**Cell outlines without signal wires**

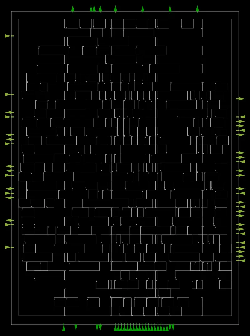
**Clock wires, drivers and flops**

Scale: 3 px per um.
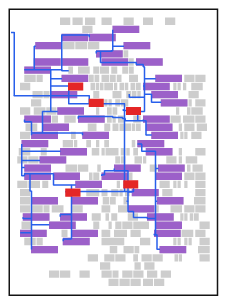
**Port wiring**

Scale: 4 px per um.
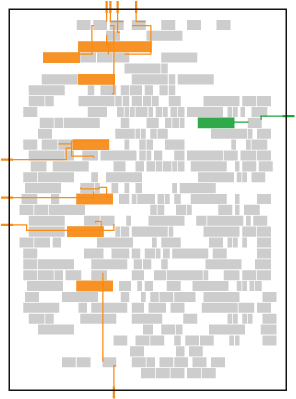
File: src/rtl/oam_dma_controller.sv
// oam_dma_controller: sprite (OAM) DMA sequencer for the 2A03 CPU bus.
// Snoops CPU writes to DMA_REG_ADDR, halts the CPU, then copies XFER_LEN bytes
// from page {data,8'h00} into PPU OAM as alternating read/write cycles.
// Optional build macro: OAM_DMA_ALIGN_EN inserts a parity-based ALIGN cycle so
// every DMA read lands on an even ("get") cycle.
//
// state | meaning
// ------+-----------------------------------------------------------
// IDLE  | waiting for a CPU write to DMA_REG_ADDR
// HALT  | CPU frozen, bus owned, one dead cycle
// ALIGN | extra dead cycle so reads start on even parity (macro only)
// READ  | DMA_RDEN strobe, DMA_ADDR = {page, idx}
// WRITE | OAM_WREN strobe, OAM_WDATA = DMA_RDATA, advance idx
// DONE  | one-cycle DMA_DONE pulse, CPU released
module oam_dma_controller #(
  parameter logic [15:0] DMA_REG_ADDR = 16'h4014,
  parameter int          XFER_LEN     = 256
) (
  input  logic        CLK,
  input  logic        RESET_n,
  input  logic        CPU_EN,
  input  logic [15:0] CPU_ADDR,
  input  logic [7:0]  CPU_DATA_OUT,
  input  logic        CPU_RW_n,
  output logic        CPU_HALT,
  output logic        DMA_ACTIVE,
  output logic [15:0] DMA_ADDR,
  output logic        DMA_RDEN,
  input  logic [7:0]  DMA_RDATA,
  output logic        OAM_WREN,
  output logic [7:0]  OAM_ADDR,
  output logic [7:0]  OAM_WDATA,
  output logic        DMA_DONE
);

  typedef enum logic [2:0] {
    S_IDLE,
    S_HALT,
    S_ALIGN,
    S_READ,
    S_WRITE,
    S_DONE
  } state_t;

  localparam logic [7:0] LAST_IDX = 8'(XFER_LEN - 1);

  state_t     state;
  logic [7:0] page;
  logic [7:0] idx;
  logic [7:0] wdata_q;
  logic       trig;

  assign trig = CPU_EN & ~CPU_RW_n & (CPU_ADDR == DMA_REG_ADDR);

  // Read data only arrives in the WRITE cycle, so it is passed straight through
  // then and the captured copy holds the bus value between writes.
  assign OAM_WDATA = OAM_WREN ? DMA_RDATA : wdata_q;

`ifdef OAM_DMA_ALIGN_EN
  logic parity;

  // Free-running get/put parity, 0 on the first cycle after reset.
  always_ff @(posedge CLK or negedge RESET_n) begin
    if (!RESET_n) parity <= 1'b0;
    else          parity <= ~parity;
  end
`endif

  // Transfer sequencer; every output is registered for the state being entered.
  always_ff @(posedge CLK or negedge RESET_n) begin
    if (!RESET_n) begin
      state      <= S_IDLE;
      page       <= 8'h00;
      idx        <= 8'h00;
      wdata_q    <= 8'h00;
      CPU_HALT   <= 1'b0;
      DMA_ACTIVE <= 1'b0;
      DMA_ADDR   <= 16'h0000;
      DMA_RDEN   <= 1'b0;
      OAM_WREN   <= 1'b0;
      OAM_ADDR   <= 8'h00;
      DMA_DONE   <= 1'b0;
    end else begin
      DMA_RDEN <= 1'b0;
      DMA_ADDR <= 16'h0000;
      OAM_WREN <= 1'b0;
      DMA_DONE <= 1'b0;
      case (state)
        // DONE accepts a trigger exactly like IDLE so back-to-back transfers
        // only release the CPU for the single DONE cycle.
        S_IDLE, S_DONE: begin
          if (trig) begin
            page       <= CPU_DATA_OUT;
            idx        <= 8'h00;
            CPU_HALT   <= 1'b1;
            DMA_ACTIVE <= 1'b1;
            state      <= S_HALT;
          end else begin
            state <= S_IDLE;
          end
        end
        S_HALT: begin
`ifdef OAM_DMA_ALIGN_EN
          if (!parity) begin
            state <= S_ALIGN;
          end else
`endif
          begin
            DMA_RDEN <= 1'b1;
            DMA_ADDR <= {page, idx};
            state    <= S_READ;
          end
        end
        S_ALIGN: begin
          DMA_RDEN <= 1'b1;
          DMA_ADDR <= {page, idx};
          state    <= S_READ;
        end
        S_READ: begin
          OAM_WREN <= 1'b1;
          OAM_ADDR <= idx;
          state    <= S_WRITE;
        end
        S_WRITE: begin
          wdata_q <= DMA_RDATA;
          if (idx == LAST_IDX) begin
            CPU_HALT   <= 1'b0;
            DMA_ACTIVE <= 1'b0;
            DMA_DONE   <= 1'b1;
            state      <= S_DONE;
          end else begin
            idx      <= idx + 8'd1;
            DMA_RDEN <= 1'b1;
            DMA_ADDR <= {page, idx + 8'd1};
            state    <= S_READ;
          end
        end
        default: state <= S_IDLE;
      endcase
    end
  end

endmodule

File: config.mk
export PLATFORM = sky130hd
export DESIGN_NAME = oam_dma_controller
export DESIGN_NICKNAME = d
export VERILOG_FILES = /design/src/rtl/oam_dma_controller.sv
export SDC_FILE = /design/constraint.sdc
export NUM_CORES = 1
export LEC_CHECK = 0
export ABC_CLOCK_PERIOD_IN_PS = 3350
export CAP_MARGIN = 20
export CORE_ASPECT_RATIO = 1.4
export CORE_MARGIN = 2
export CORE_UTILIZATION = 40
export DETAILED_ROUTE_END_ITERATION = 7
export PLACE_DENSITY_LB_ADDON = 0.2
export SYNTH_ARGS = -nofsm -noshare
export SYNTH_HDL_FRONTEND = slang
export SYNTH_SLANG_ARGS = --single-unit
File: constraint.sdc
create_clock -name CLK -period 3.35 [get_ports CLK]
set_input_delay 0.335 -clock CLK [delete_from_list [all_inputs] [get_ports CLK]]
set_output_delay 0.335 -clock CLK [all_outputs]
set_load 0.01 [all_outputs]
==> out/metrics.cfg <==
[worst_setup_path]
cpMaxStageDelayCell = o31ai_1
timing.critical_path.max_delay_family = simple AND/OR/NAND/NOR gates
worstSetupPathType = reg2reg
r2r-start = idx[0]$_DFFE_PN0P_
timing.critical_path.slowest_cell_delay_ps = 560
timing.critical_path.buf_inv = 0
required_ps = 3550
worst_ep_arrival_time_ps = 2430
critical_path.cell_chain = ha_1 > nand3_1 > o31ai_1 > nand2_1 > and2_1
setup.worst_path.end_class = flop
crit_path_max_fanout = 9
timing.critical_path.from_type = flop

[clock_network]
root_buffer_cell = clkbuf_8
clk_pin_slew_ps = 90
cts_htree_levels = 2
cts_num_sinks = 55
number_of_buffers_added_by_the_clock_tree_synthesis_step = 5
cts_setup_buffers = 0
cts.repair.resized = 0
clkLatencyLatePin_ps = 300

[synth]
synth-area-yosys_mm2 = 0.002359
synth_area_mm2 = 0.002359
cell_taking_the_most_area_after_synthesis = dfrtp_1
post-synth-top-count-cell = dfrtp_1
fp_nets = 246
synthesis.area_per_instance_um2 = 11.28
yosysWarnings = 0
postSynthSeqShare_pct = 58.36
proportion_of_netlist_area_held_by_the_largest_area_contributor_pct = 58.36
netlist-cell-type-count = 36
ys_async_sr_fraction_pct = 100.0
synth-cells-yosys = 209

[place]
place_hpwl_um = 3663
placed_area_mm2 = 0.003139
place_congestion = 0.8526
dp_cells = 344
number_of_buffers_inserted_by_port_buffering = 72
dpl_worst_slack_ps = 897.3

[final_timing]
finalHoldViolCount = 0
timing.final.crit_period_ps = 2229
timing.setup.tns_ps = 0
actual_slew_at_the_worst_max_slew_pin_ps = 742.0
hold_ws_ps = 87.42
report.final.slew_viol_count = 0
max_freq_mhz = 448.7
relSlewSlack_pct = 50.53
final_critical_path_setup_slack_ps = 1121
grt_setup_unrepaired = no
finalClockSkew_ps = 5.622

[layout]
multi_input_comb_area_um2 = 929.6
finalCoreUtilization_pct = 55.76
layout.nonclk_buf_share_pct = 22.67
register_cell_area_after_layout_mm2 = 0.001376
comb_area_share_pct = 28.84
post_route_cells_drive_above_1_share_pct = 14.54
clockNetworkAreaShare_pct = 2.601
synthToLayoutAreaGrowth_pct = 36.66
seq_share_pct = 42.70
post_layout_nonfiller_instances = 352
dominant-cell-class = flip-flops and latches
inverter_count_of_the_layout_excluding_clock_inverters = 4
final_nets = 318
non_clock_buffer_count = 74
layout.clock_buffers = 5
final_cell_area_mm2 = 0.003223

[power_and_ir_drop]
pwr-share-seq_pct = 43.0
share_of_total_power_in_the_clock_network_pct = 14.0
clk-power_mw = 0.346
p_comb_mw = 1.07
sw_frac_of_total_pct = 35.69
comb_power_share_pct = 43.1
switching_power_mw = 0.8848

[floorplanning]
die.size.x_um = 68.90
chipArea_mm2 = 0.006535
design.portCount = 73
tapCellCount = 70

[global_route]
grt_pass1_vias = 1778
grt-ovfl-total = 0
global_route.usage.total_pct = 16.41
antenna_found_initial = 0

[status]
run_status = completed

[routing]
post_drt_via_cell_ratio = 5.065
antenna_left = 0
route.final.wire_length_um = 4899
dr_total_vias = 1783
first_iter_violations = 117

[worst_hold_path]
hold_crit_path_type = in2async

Notes on 'cell outlines without signal wires' above:
floorplan core area: 0.005781 mm^2
number of sequential cells in the layout: 55

Notes on 'clock wires, drivers and flops' above:
[clock wires] blue | length: 555 um
[cells driving clock nets] red | count: 5
[flip-flops] purple | count: 55
routed clock nets	6
flops lie	spread over the die

Notes on 'port wiring' above:
port	color	direction	edge	end cells	buffers	wire
OAM_ADDR	orange	output	4 top, 3 left, 1 bottom	8	8	209 um
DMA_DONE	green	output	right	1	1	10.6 um

[layout by cell type, fill, tap and decap left out, drive strengths merged, types with 4 or more instances in the layout]
cell / count
a21oi: 13
a31oi: 6
and2: 8
clkbuf: 5
clkdlybuf4s50: 71
dfrtp: 55
inv: 4
mux2: 23
nand2: 38
nand3: 4
nor2: 6
nor4: 4
o21ai: 9
o31ai: 4
[kinds of logic after synthesis]
group | synth area share (%)
flops | 58.36
buf+inv | 2.228
simple gates | 17.61
compound gates | 9.549
fa+ha+maj | 0.5304
xor+xnor | 0.7428
mux | 10.98
[flip-flops by register name (all words and copies together), names as in the netlist]
name / flops
DMA_ADDR: 16
OAM_ADDR: 8
idx: 8
page: 8
wdata_q: 8
state: 3
DMA_ACTIVE: 1
DMA_DONE: 1
DMA_RDEN: 1
OAM_WREN: 1
[routing by layer]
layer	global-route usage [%]	routed length, um	vias up
met2	27.88	2490	58
met1	20.11	2010	850
li1	-	-	870
met3	4.529	348	5
met5	0	0	-
met4	4.575	50	0
[final timing paths]
| kind | endpoint | slack [ps] | depth (start not counted) |
|---|---|---|---|
| worst max-delay path | DMA_ADDR[11]$_DFF_PN0_ | 1120 | 5 |
| worst min register to register | wdata_q[2]$_DFFE_PN0N_ | 480 | 2 |
| min in group CLK | wdata_q[2]$_DFFE_PN0N_ | 480 | 2 |
| worst max register to register | DMA_ADDR[11]$_DFF_PN0_ | 1120 | 5 |
| worst min-delay path | wdata_q[2]$_DFFE_PN0N_ | 90 | 1 |
| max in group asynchronous | DMA_ADDR[0]$_DFF_PN0_ | 2520 | 2 |
[worst reg2reg max path, stage by stage, from the launching register on]
cell and delay (ps):
dfrtp_1 500, ha_1 300, nand3_1 210, o31ai_1 560, nand2_1 310, and2_1 250
Power figures rest on the tool's default switching activity, not on a simulated workload.
